### Routing congestion

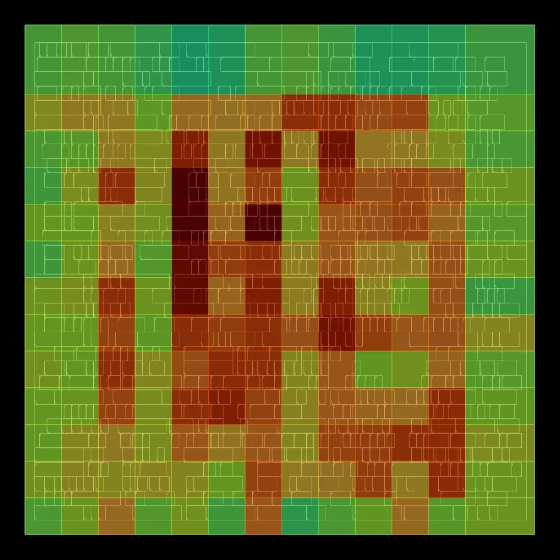
### Cells by drive strength

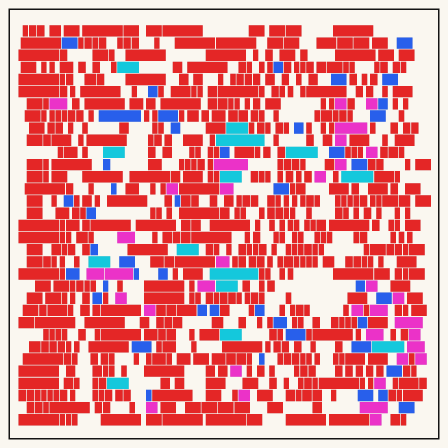
### Port wiring

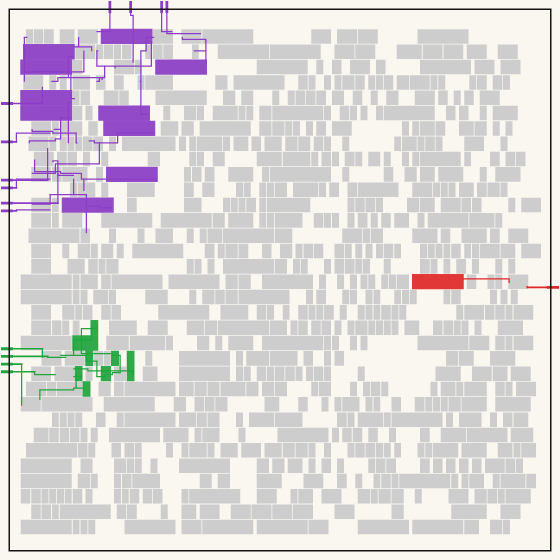
### Wire density map

The bar under the picture is 20 um long. 19 x 19 tiles, from dark purple (low) to yellow (high), scaled to the fullest tile. Values are wire area over tile area, all layers added.
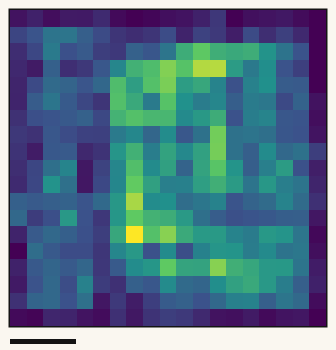
**config.mk**
```make
export PLATFORM = sky130hd
export DESIGN_NAME = evm_multi
export DESIGN_NICKNAME = d
export VERILOG_FILES = /design/src/rtl/evm_pkg.sv /design/src/rtl/evm_winner_sel.sv /design/src/rtl/evm_multi.sv
export SDC_FILE = /design/constraint.sdc
export NUM_CORES = 1
export LEC_CHECK = 0
export ABC_AREA = 1
export CAP_MARGIN = 20
export CORE_MARGIN = 1.5
export CORE_UTILIZATION = 55
export CTS_CLUSTER_SIZE = 10
export DETAILED_ROUTE_END_ITERATION = 12
export PLACE_DENSITY_LB_ADDON = 0.08
export SLEW_MARGIN = 10
export SYNTH_ARGS = -nofsm -noshare
export SYNTH_HDL_FRONTEND = slang
export SYNTH_SLANG_ARGS = --single-unit
```
**constraint.sdc**
```tcl
create_clock -name clk -period 5.7 [get_ports clk]
set_clock_uncertainty 0.15 [all_clocks]
set_input_delay 1.14 -clock clk [delete_from_list [all_inputs] [get_ports clk]]
set_output_delay 1.14 -clock clk [all_outputs]
set_load 0.02 [all_outputs]
```
**src/rtl/evm_pkg.sv**
```systemverilog
// Shared types and helpers for the evm_multi voting machine core.
package evm_pkg;

  // Voter-handling phases of the machine.
  typedef enum logic [1:0] {
    IDLE      = 2'd0,
    WAIT_AUTH = 2'd1,
    WAIT_VOTE = 2'd2,
    WAIT_REL  = 2'd3
  } state_t;

  // Widest candidate panel the helpers below accept.
  localparam int MAX_CAND = 16;

  // Bits needed to index n candidates (never less than one).
  function automatic int idx_w(input int n);
    return (n < 2) ? 1 : $clog2(n);
  endfunction

  // True when exactly one button is pressed.
  function automatic logic is_onehot(input logic [MAX_CAND-1:0] v);
    return (v != '0) && ((v & (v - 1'b1)) == '0);
  endfunction

  // Position of the set bit of a one-hot vector (lowest set bit otherwise).
  function automatic logic [3:0] onehot_idx(input logic [MAX_CAND-1:0] v);
    logic [3:0] idx;
    idx = '0;
    for (int i = MAX_CAND - 1; i >= 0; i--) begin
      if (v[i]) idx = 4'(i);
    end
    return idx;
  endfunction

endpackage

```
**src/rtl/evm_winner_sel.sv**
```systemverilog
// Combinational argmax over the flattened vote counters: lowest index holding
// the maximum count, the maximum itself, and whether a non-zero maximum is shared.
module evm_winner_sel
  import evm_pkg::*;
#(
  parameter int N_CAND = 4,
  parameter int CNT_W  = 8
) (
  input  logic [N_CAND*CNT_W-1:0]  counts,
  output logic [idx_w(N_CAND)-1:0] idx,
  output logic [CNT_W-1:0]         max_cnt,
  output logic                     tie
);

  localparam int IDX_W = idx_w(N_CAND);

  logic found_one;
  logic dup;

  // Scan for the strict maximum, then look for a second holder of it.
  always_comb begin
    // NOTE: every output gets a default before any branch so no latch is inferred.
    idx       = '0;
    max_cnt   = counts[CNT_W-1:0];
    found_one = 1'b0;
    dup       = 1'b0;
    for (int i = 1; i < N_CAND; i++) begin
      if (counts[i*CNT_W +: CNT_W] > max_cnt) begin
        max_cnt = counts[i*CNT_W +: CNT_W];
        idx     = IDX_W'(i);
      end
    end
    for (int i = 0; i < N_CAND; i++) begin
      if (counts[i*CNT_W +: CNT_W] == max_cnt) begin
        if (found_one) dup = 1'b1;
        found_one = 1'b1;
      end
    end
    tie = dup && (max_cnt != '0);
  end

endmodule

```
**src/rtl/evm_multi.sv**
```systemverilog
// Electronic voting machine core: per-voter authorisation, one vote per
// authorisation, one-hot button validation, vote timeout, saturating counters
// and registered winner/tie results.
module evm_multi
  import evm_pkg::*;
#(
  parameter int N_CAND      = 4,
  parameter int CNT_W       = 8,
  parameter int TIMEOUT_CYC = 1000
) (
  input  logic                            clk,
  input  logic                            rst,
  input  logic                            session_en,
  input  logic                            voter_auth,
  input  logic                            clr_counts,
  input  logic [N_CAND-1:0]               button,
  output logic                            ready,
  output logic                            vote_ok,
  output logic                            vote_err,
  output logic                            timeout,
  output logic [N_CAND*CNT_W-1:0]         counts,
  output logic [CNT_W+idx_w(N_CAND)-1:0]  total,
  output logic [idx_w(N_CAND)-1:0]        winner,
  output logic                            tie,
  output logic                            sat
);

  localparam int IDX_W = idx_w(N_CAND);
  localparam int TMR_W = $clog2(TIMEOUT_CYC);
  localparam logic [TMR_W-1:0] TMR_LAST = TMR_W'(TIMEOUT_CYC - 1);

  state_t           state, state_nx;
  logic [TMR_W-1:0] tmr, tmr_nx;
  logic             ok_nx, err_nx, to_nx;
  logic             inc_en, sat_set, clr;

  logic [CNT_W-1:0] cnt [N_CAND];

  logic             btn_valid;
  logic [IDX_W-1:0] btn_idx;
  logic             btn_full;

  logic [IDX_W-1:0] sel_idx;
  logic [CNT_W-1:0] sel_max;
  logic             sel_tie;

  assign btn_valid = is_onehot(MAX_CAND'(button));
  assign btn_idx   = IDX_W'(onehot_idx(MAX_CAND'(button)));
  assign btn_full  = (cnt[btn_idx] == '1);
  assign ready     = (state == WAIT_AUTH);

  for (genvar g = 0; g < N_CAND; g++) begin : g_flat
    assign counts[g*CNT_W +: CNT_W] = cnt[g];
  end

  // State register, vote timer and the registered one-cycle pulses.
  always_ff @(posedge clk or posedge rst) begin
    if (rst) begin
      state    <= IDLE;
      tmr      <= '0;
      vote_ok  <= 1'b0;
      vote_err <= 1'b0;
      timeout  <= 1'b0;
    end else begin
      // NOTE: non-blocking assignments keep every register sampling pre-edge values.
      state    <= state_nx;
      tmr      <= tmr_nx;
      vote_ok  <= ok_nx;
      vote_err <= err_nx;
      timeout  <= to_nx;
    end
  end

  // Next state, timer and pulse/datapath controls; session_en low wins over all.
  always_comb begin
    state_nx = state;
    tmr_nx   = tmr;
    ok_nx    = 1'b0;
    err_nx   = 1'b0;
    to_nx    = 1'b0;
    inc_en   = 1'b0;
    sat_set  = 1'b0;
    clr      = 1'b0;
    case (state)
      IDLE: begin
        clr = clr_counts;
        if (session_en) state_nx = WAIT_AUTH;
      end
      WAIT_AUTH: begin
        if (!session_en) begin
          state_nx = IDLE;
        end else if (voter_auth) begin
          state_nx = WAIT_VOTE;
          tmr_nx   = '0;
        end
      end
      WAIT_VOTE: begin
        if (!session_en) begin
          state_nx = IDLE;
        end else if (btn_valid) begin
          // A single press always consumes the authorisation, counted or not.
          state_nx = WAIT_REL;
          if (btn_full) begin
            err_nx  = 1'b1;
            sat_set = 1'b1;
          end else begin
            ok_nx  = 1'b1;
            inc_en = 1'b1;
          end
        end else if (tmr == TMR_LAST) begin
          to_nx    = 1'b1;
          state_nx = WAIT_AUTH;
        end else begin
          // Idle or multi-press: the clock keeps running; a multi-press is flagged.
          tmr_nx = tmr + 1'b1;
          err_nx = (button != '0);
        end
      end
      WAIT_REL: begin
        if (!session_en)        state_nx = IDLE;
        else if (button == '0)  state_nx = WAIT_AUTH;
      end
      default: state_nx = IDLE;
    endcase
  end

  // Per-candidate counters, running total and the sticky saturation flag.
  always_ff @(posedge clk or posedge rst) begin
    if (rst) begin
      // NOTE: the counter array is ordinary flops holding results, so it is reset.
      for (int i = 0; i < N_CAND; i++) cnt[i] <= '0;
      total <= '0;
      sat   <= 1'b0;
    end else if (clr) begin
      for (int i = 0; i < N_CAND; i++) cnt[i] <= '0;
      total <= '0;
      sat   <= 1'b0;
    end else begin
      if (inc_en) begin
        cnt[btn_idx] <= cnt[btn_idx] + 1'b1;
        total        <= total + 1'b1;
      end
      if (sat_set) sat <= 1'b1;
    end
  end

  evm_winner_sel #(
    .N_CAND (N_CAND),
    .CNT_W  (CNT_W)
  ) u_winner_sel (
    .counts  (counts),
    .idx     (sel_idx),
    .max_cnt (sel_max),
    .tie     (sel_tie)
  );

  // Winner/tie registered one cycle behind the counters; all-zero counts report 0.
  always_ff @(posedge clk or posedge rst) begin
    if (rst) begin
      winner <= '0;
      tie    <= 1'b0;
    end else begin
      winner <= (sel_max == '0) ? '0 : sel_idx;
      tie    <= sel_tie;
    end
  end

endmodule

```
==> summary.txt <==
Results of the run.

The portion of the layout cell area used by non-clock buffers is between 10% and 20%. Yosys shows that the main logic family after synthesis is simple AND/OR/NAND/NOR gates. In the final design, more cell area goes to logic gates than to any other class. After floorplanning, the core was divided into 33 placement rows. The hold path endpoint is tmr[8].

The final layout net count is 778. Of all nets on the critical path, the largest fanout is 17. The area share of fa/ha/maj cells after synthesis is 6.867%. The proportion of synthesized area in mux cells is 0%. The count of H-tree levels built during CTS is 3. After detailed routing, the wire length on met1 is 6242 um. The synthesized netlist devotes 36.48% of its cell area to simple gates. The total clock buffers created by CTS is 9. The setup slack at placement is -0.005069 ns. STA reports a reg2reg setup slack of 0.34 ns.

The worst path in the final design needs a cycle of 5.360 ns, including I/O delays and setup. The final report lists the setup-violating endpoint count as 0. Summing over the stages, the warning tally comes to 26.

The source-to-sink clock delay at the later pin of the worst-skew pair is 0.36 ns. The number of antenna-violating nets in the routed design is 0. For this run, the detailed router reports a per-instance via density of 5.986. The number of gates on the worst path with buffers counted is 37.

For this run, the chip area from Yosys synthesis comes to 0.004737 mm2. sky130_fd_sc_hd__nand2_1 is the most common cell in the netlist. In this run the most critical hold path is launched from tmr[8]. The met3 layer wire length in the routed design is 1187 um.

The worst setup path is captured at a flip-flop. The clock-pin transition on the worst setup and hold timing paths is 0.08 ns. The final hold slack is approximately 0.37 ns. The layout has ~730 filler cells. Per the timing report, the most critical flop-to-flop path finishes at tie.

The fraction of standard cell area in multi-input logic is about half. The logic area is ~0.0028 mm2. The first global-routing pass estimated 23,290 um of wire. There are about 60 flip-flops and latches. In this run the cell area of the synthesized design comes to between 0.004 and 0.005 mm2. The mean instance size in the synthesized netlist is 7.134 um2. By count the netlist is led by sky130_fd_sc_hd__nand2_1 (149), sky130_fd_sc_hd__inv_1 (92), sky130_fd_sc_hd__nand3_1 (86).

The critical path startpoint is counts[2]. The top-area cell type share of the netlist area is 32.22%. Gates resized during post-CTS repair numbered 1. According to the dpl log, the detail-placed design has an HPWL of 10,940 um. In the final layout, clock buffers and inverters account for under 10% of the cell area. Per the detail_route log, the uppermost layer with routed signals is met4. The number of flip-flops under the largest register name is 32. The total of clock buffers placed in the layout is 10. The count of inserted antenna diode cells is 0. Synthesis produced a netlist whose cell count is 664. The critical path endpoint has a required time of 5.84 ns. The actual slew at the worst max-slew pin is 0.7954 ns. The most prevalent standard cell on the critical path is sky130_fd_sc_hd__nand2_1. For this run, the slowest stage of the critical path takes 0.44 ns. 494 cells are multi-input combinational gates. The capturing element of the worst setup path is tie. The sequential fraction of total cell area is between 20% and 30%. The starting DRC count in detailed routing is between 300 and 400. The number of post-CTS setup repair buffers is 0.

The synthesis log from Yosys contains 0 warnings. The initial antenna violation count is 0. The most used flip-flop cell is sky130_fd_sc_hd__dfrtp_1.

sky130_fd_sc_hd__dfrtp_1 takes more of the synthesized area than any other cell. The arrival time reported for the critical path endpoint is 5.50 ns. Cells with a size suffix above 1 make up 12.30% of the layout. Counting every sink on the clock net gives 61.

The die is 95.81 um wide. Per Yosys stat, the portion of area used by sequential elements is 32.22%. In the synthesized netlist the async set-or-reset flop fraction comes to 100.0%.

The floorplan step set the die height to 95.81 um. The total met2 wirelength after detailed routing is approximately 7000 um. The startpoint of the worst-slack reg-to-reg timing path is counts[2].

The fraction of synthesized cell area in xor and xnor cells is ~1.1%. The design received a total of 105 well taps at floorplan.

The met1 layer usage reported by global route is 44.38%. The run finished with clean final reports. The slowest stage of the critical path belongs to the cell sky130_fd_sc_hd__dfrtp_2. The placeable core region is 0.008299 mm2. The setup path with the least slack is of type reg2reg.

The most common logic cell in the final layout is sky130_fd_sc_hd__nand2_1. The path class of the tightest hold or removal check is reg2reg. For this run the aggregate overflow at the end of global routing stands at 0. The final cell count without fillers is 853. Global routing used 33.54% of the available tracks.

Global routing used 54.64% of the available met2 tracks. The congestion estimate from routability-driven global placement came to around 0.95. The main area contributors are sky130_fd_sc_hd__dfrtp_1 (32%), sky130_fd_sc_hd__nand2_1 (12%), sky130_fd_sc_hd__nand3_1 (9.1%). Entering global routing, the biggest net connects 62 pins. The buffering stage count on the worst path with inverters included is 5.

The report counts max-capacitance violations totalling 0. Checking max transition, the worst relative margin is 46.97%. The final timing report lists a hold violation count of 0. The final layout reports a setup TNS of 0 ns. In the final report, the number of pins over their slew limit comes to 0.

In the hold timing report, the worst path depth is 1. In this run the deepest clock path goes through 2 buffers. Leaving out fill and tap cells, the most frequent cells in the layout are sky130_fd_sc_hd__nand2_1 (149), sky130_fd_sc_hd__inv_1 (90), sky130_fd_sc_hd__nand3_1 (83). The final cycle utilization of the critical path is between 90% and 100%.

Per STA, the worst path accumulates the most delay in the family simple AND/OR/NAND/NOR gates. The number of cells on the worst reg-to-reg path is 37. The total I/O pin count is 59. The footprint of the flip-flops and latches is 0.001528 mm2.

The number of placed cells counting well taps is 825. The first TritonRoute pass finished after 5 iterations. The global router reports that the layer with the highest usage is met2.

Per the placement log, port buffering inserted 58 buffers.
Notes on 'Routing congestion' above:
final core occ: 70.19%
GR Util met3: 5.687%

Notes on 'Cells by drive strength' above:
size	color	cells	share
drive 1 or less	red	656	88%
drive 6 and up	cyan	14	1.9%
drive 2	blue	44	5.9%
drive 3 to 4	magenta	34	4.5%
final cell area excluding filler cells: 0.005826 mm2
area added between synthesis and finish: 22.98%
non-clock buffer instance count of the final layout: 79
Final Worst Setup Slack: 0.3397 ns

Notes on 'Port wiring' above:
port	color	bits	direction	end cells	wire
`tie`	red	1	output	1	12.6 um
`total`	purple	10	output	10	306 um
`button`	green	4	input	10	103 um

Notes on 'Wire density map' above:
nearly empty tiles	3.0%
fullest tile	0.80
mean over tiles	0.27
tiles over half the peak	22%
Final Routed Wirelength: 14,820 um
routed length per instance: 17.38 um
routed vias: 5,106

